$ cat src/rtl/wts_scheduler_pkg.sv
`default_nettype none
// ============================================================================
//  Module   : wts_scheduler_pkg
//  Purpose  : Shared constants and the key-event code type for the
//             5-channel envelope slot scheduler.
//  Contents : WTS_CH_COUNT, WTS_SLOT_IDLE, wts_event_e (EV_NONE/ON/RELEASE/OFF)
//  Revision : 1.0  initial release
// ============================================================================
package wts_scheduler_pkg;

    localparam int         WTS_CH_COUNT  = 5;
    localparam logic [2:0] WTS_SLOT_IDLE = 3'd5;

    // Held request code per channel. EV_NONE doubles as "nothing pending".
    typedef enum logic [1:0] {
        EV_NONE    = 2'd0,
        EV_ON      = 2'd1,
        EV_RELEASE = 2'd2,
        EV_OFF     = 2'd3
    } wts_event_e;

endpackage
`default_nettype wire

$ cat src/rtl/wts_key_event_latch.sv
`default_nettype none
// ============================================================================
//  Module   : wts_key_event_latch
//  Purpose  : One channel's request latch. Holds the latest key event until
//             the channel's slot serves it.
//  Ports    : clk, reset        - clock, async active-high reset
//             i_on_req          - key-on request pulse
//             i_release_req     - key-release request pulse
//             i_off_req         - key-off request pulse
//             i_serve           - this edge loads the channel's slot
//             o_code            - currently held event code
//             o_pending         - registered "un-served event held" flag
//  Revision : 1.0  initial release
// ============================================================================
module wts_key_event_latch
    import wts_scheduler_pkg::*;
(
    input  logic       clk,
    input  logic       reset,
    input  logic       i_on_req,
    input  logic       i_release_req,
    input  logic       i_off_req,
    input  logic       i_serve,
    output wts_event_e o_code,
    output logic       o_pending
);

    wts_event_e code_d, code_q;
    logic       pending_d, pending_q;

    // A request arriving on the serve edge wins over the clear, so it stays
    // pending for the next frame. Same-cycle priority: off > on > release.
    always_comb begin
        code_d = code_q;
        if (i_off_req) begin
            code_d = EV_OFF;
        end else if (i_on_req) begin
            code_d = EV_ON;
        end else if (i_release_req) begin
            code_d = EV_RELEASE;
        end else if (i_serve) begin
            code_d = EV_NONE;
        end
        pending_d = (code_d != EV_NONE);
    end

    always_ff @(posedge clk or posedge reset) begin
        if (reset) begin
            code_q    <= EV_NONE;
            pending_q <= 1'b0;
        end else begin
            code_q    <= code_d;
            pending_q <= pending_d;
        end
    end

    assign o_code    = code_q;
    assign o_pending = pending_q;

endmodule
`default_nettype wire

$ cat src/rtl/wts_channel_scheduler.sv
`default_nettype none
// ============================================================================
//  Module   : wts_channel_scheduler
//  Purpose  : Time-slot scheduler for the shared 5-channel envelope engine.
//             Steps active through 0..4 then IDLE_SLOTS cycles of slot 5,
//             serves held key events in each channel's slot and captures the
//             per-channel envelope level.
//  Ports    : clk, reset                  - clock, async active-high reset
//             enable                      - run (1) / park in idle slot (0)
//             key_on/release/off_req[4:0] - request pulses, bit0 = ch A
//             envelope[4:0]               - level for the channel in `active`
//             active[2:0]                 - slot index, 5 = no operation
//             key_on/release/off[4:0]     - served events, one slot wide
//             pending[4:0]                - un-served event held per channel
//             frame_start                 - high while active = 0
//             env_level_a..e[4:0]         - captured level per channel
//  Revision : 1.0  initial release
// ============================================================================
module wts_channel_scheduler
    import wts_scheduler_pkg::*;
#(
    parameter int IDLE_SLOTS = 1
) (
    input  logic       clk,
    input  logic       reset,
    input  logic       enable,
    input  logic [4:0] key_on_req,
    input  logic [4:0] key_release_req,
    input  logic [4:0] key_off_req,
    input  logic [4:0] envelope,
    output logic [2:0] active,
    output logic [4:0] key_on,
    output logic [4:0] key_release,
    output logic [4:0] key_off,
    output logic [4:0] pending,
    output logic       frame_start,
    output logic [4:0] env_level_a,
    output logic [4:0] env_level_b,
    output logic [4:0] env_level_c,
    output logic [4:0] env_level_d,
    output logic [4:0] env_level_e
);

    // Idle counter counts down the remaining idle cycles after the current one.
    localparam logic [7:0] C_IDLE_LOAD = 8'(IDLE_SLOTS - 1);

    logic [2:0] active_d, active_q;
    logic [7:0] idle_cnt_d, idle_cnt_q;
    logic [4:0] key_on_d, key_on_q;
    logic [4:0] key_release_d, key_release_q;
    logic [4:0] key_off_d, key_off_q;
    logic       frame_start_d, frame_start_q;
    logic [4:0] env_d [WTS_CH_COUNT];
    logic [4:0] env_q [WTS_CH_COUNT];

    logic [4:0] serve;
    wts_event_e code [WTS_CH_COUNT];

    // Slot sequencing. A zero idle count while parked in slot 5 (after reset
    // or a disable) makes the next enabled edge start a fresh frame.
    always_comb begin
        active_d   = active_q;
        idle_cnt_d = idle_cnt_q;
        if (!enable) begin
            active_d   = WTS_SLOT_IDLE;
            idle_cnt_d = '0;
        end else if (active_q == WTS_SLOT_IDLE) begin
            if (idle_cnt_q == '0) begin
                active_d = 3'd0;
            end else begin
                idle_cnt_d = idle_cnt_q - 8'd1;
            end
        end else if (active_q == 3'd4) begin
            active_d   = WTS_SLOT_IDLE;
            idle_cnt_d = C_IDLE_LOAD;
        end else begin
            active_d = active_q + 3'd1;
        end
        frame_start_d = (active_d == 3'd0);
    end

    genvar k;
    generate
        for (k = 0; k < WTS_CH_COUNT; k++) begin : g_ch
            // Service happens on the edge that loads this channel's slot.
            assign serve[k] = (active_d == 3'(k));

            wts_key_event_latch u_latch (
                .clk           (clk),
                .reset         (reset),
                .i_on_req      (key_on_req[k]),
                .i_release_req (key_release_req[k]),
                .i_off_req     (key_off_req[k]),
                .i_serve       (serve[k]),
                .o_code        (code[k]),
                .o_pending     (pending[k])
            );

            always_comb begin
                key_on_d[k]      = serve[k] && (code[k] == EV_ON);
                key_release_d[k] = serve[k] && (code[k] == EV_RELEASE);
                key_off_d[k]     = serve[k] && (code[k] == EV_OFF);
                env_d[k]         = (enable && (active_q == 3'(k))) ? envelope : env_q[k];
            end
        end
    endgenerate

    always_ff @(posedge clk or posedge reset) begin
        if (reset) begin
            active_q      <= WTS_SLOT_IDLE;
            idle_cnt_q    <= '0;
            key_on_q      <= '0;
            key_release_q <= '0;
            key_off_q     <= '0;
            frame_start_q <= 1'b0;
            for (int i = 0; i < WTS_CH_COUNT; i++) begin
                env_q[i] <= '0;
            end
        end else begin
            active_q      <= active_d;
            idle_cnt_q    <= idle_cnt_d;
            key_on_q      <= key_on_d;
            key_release_q <= key_release_d;
            key_off_q     <= key_off_d;
            frame_start_q <= frame_start_d;
            for (int i = 0; i < WTS_CH_COUNT; i++) begin
                env_q[i] <= env_d[i];
            end
        end
    end

    assign active      = active_q;
    assign key_on      = key_on_q;
    assign key_release = key_release_q;
    assign key_off     = key_off_q;
    assign frame_start = frame_start_q;
    assign env_level_a = env_q[0];
    assign env_level_b = env_q[1];
    assign env_level_c = env_q[2];
    assign env_level_d = env_q[3];
    assign env_level_e = env_q[4];

endmodule
`default_nettype wire

$ cat config.mk
export PLATFORM = sky130hd
export DESIGN_NAME = wts_channel_scheduler
export DESIGN_NICKNAME = d
export VERILOG_FILES = /design/src/rtl/wts_scheduler_pkg.sv /design/src/rtl/wts_key_event_latch.sv /design/src/rtl/wts_channel_scheduler.sv
export SDC_FILE = /design/constraint.sdc
export NUM_CORES = 1
export LEC_CHECK = 0
export ABC_AREA = 1
export CORE_MARGIN = 2
export CORE_UTILIZATION = 40
export DETAILED_ROUTE_END_ITERATION = 10
export HOLD_SLACK_MARGIN = 0.06
export PLACE_DENSITY_LB_ADDON = 0.2
export SYNTH_ARGS = -nofsm -noshare
export SYNTH_HDL_FRONTEND = slang
export SYNTH_HIERARCHICAL = 1
export SYNTH_SLANG_ARGS = --single-unit
export TNS_END_PERCENT = 20
$ cat constraint.sdc
create_clock -name clk -period 1.85 [get_ports clk]
set_input_delay 0.37 -clock clk [delete_from_list [all_inputs] [get_ports clk]]
set_output_delay 0.37 -clock clk [all_outputs]
set_load 0.02 [all_outputs]
==> Slide: Implementation Results <==
Physical Implementation Snapshot

Power
  – Seq power: around 2.2 mW
  – Pwr dens: 1570 mW/mm^2
  – Clock power share: between 10% and 20%
  – Worst vdd ir: 0.549 mV

Global routing
  – Overflow after GRT: 0

STA
  – Final hold vios: 0
  – Worst-Margin Slew: between 0.3 and 0.4 ns
  – Slew HR: about 75%

Synthesis
  – Aoi share: 7.74%
  – Max-area cell share: 52.9%
  – Dominant cell type by area after synthesis: dfrtp_1
  – Cell count after synthesis: 342
  – Count leader, synth: nand2_1

Floorplanning
  – Core Area: around 0.0073 mm^2
  – N_taps: 99
  – FP Core Util: 41.9%

Detailed routing
  – Via Count: 2486
  – Top sig layer: met4
  – WL met3: 254 um
  – DR vias/cell: approximately 4.5
  – Drt first-iter violations: 65

Flow run
  – Max cap viols: 0

Critical path
  – Crit-path slowest cell: dfstp_2
  – Crit path kind: reg -> reg
  – Family with the most delay on the worst path: flip-flops
  – Cell count along the critical path: 14
  – Worst path most repeated cell: nand2_1

Finish
  – Max-area cell class: registers
  – Gate Area: ~0.0012 mm^2
  – Comb/total area: approximately 28%
  – Clock network area share: 4.55%
  – Max FFs per register: 10
  – Number of diodes: 0

Run status
  – Status: finished, final reports clean

Clock tree
  – Clock Tree Root: clkbuf_8
  – Worst-Skew Late Latency: 0.35 ns

Worst hold path
  – Min-Delay Path Class: in -> async
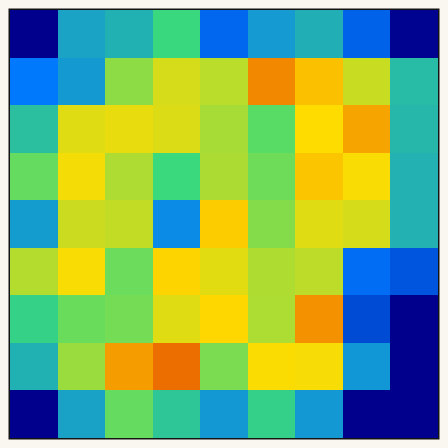
(placement density heat map)
The die is cut into 9 by 9 equal tiles; dark blue is low, red is high, 0 to 100% covered.
tiles over 75% full	12%
nearly empty tiles	8.6%
emptiest ninth of the die	bottom right
mean over tiles	51%
fullest tile	88%

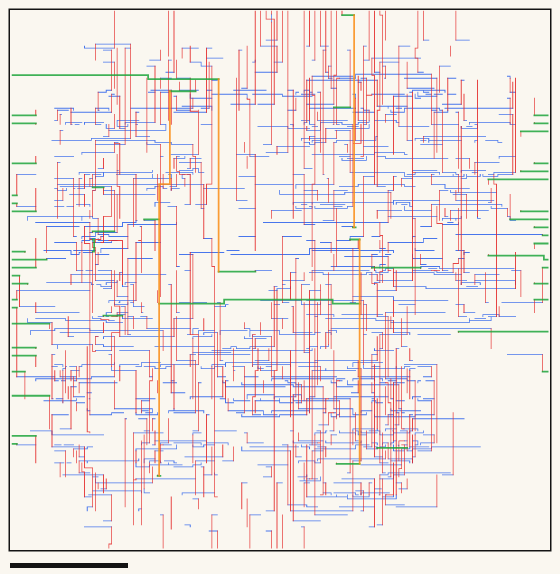
(metal layers overlaid)
Scale bar: 20 um.
layer	color	wire length
M4	orange	174 um
M2	red	3100 um
M1	blue	2860 um
M3	green	254 um

Power is estimated from default activity; no workload was simulated.
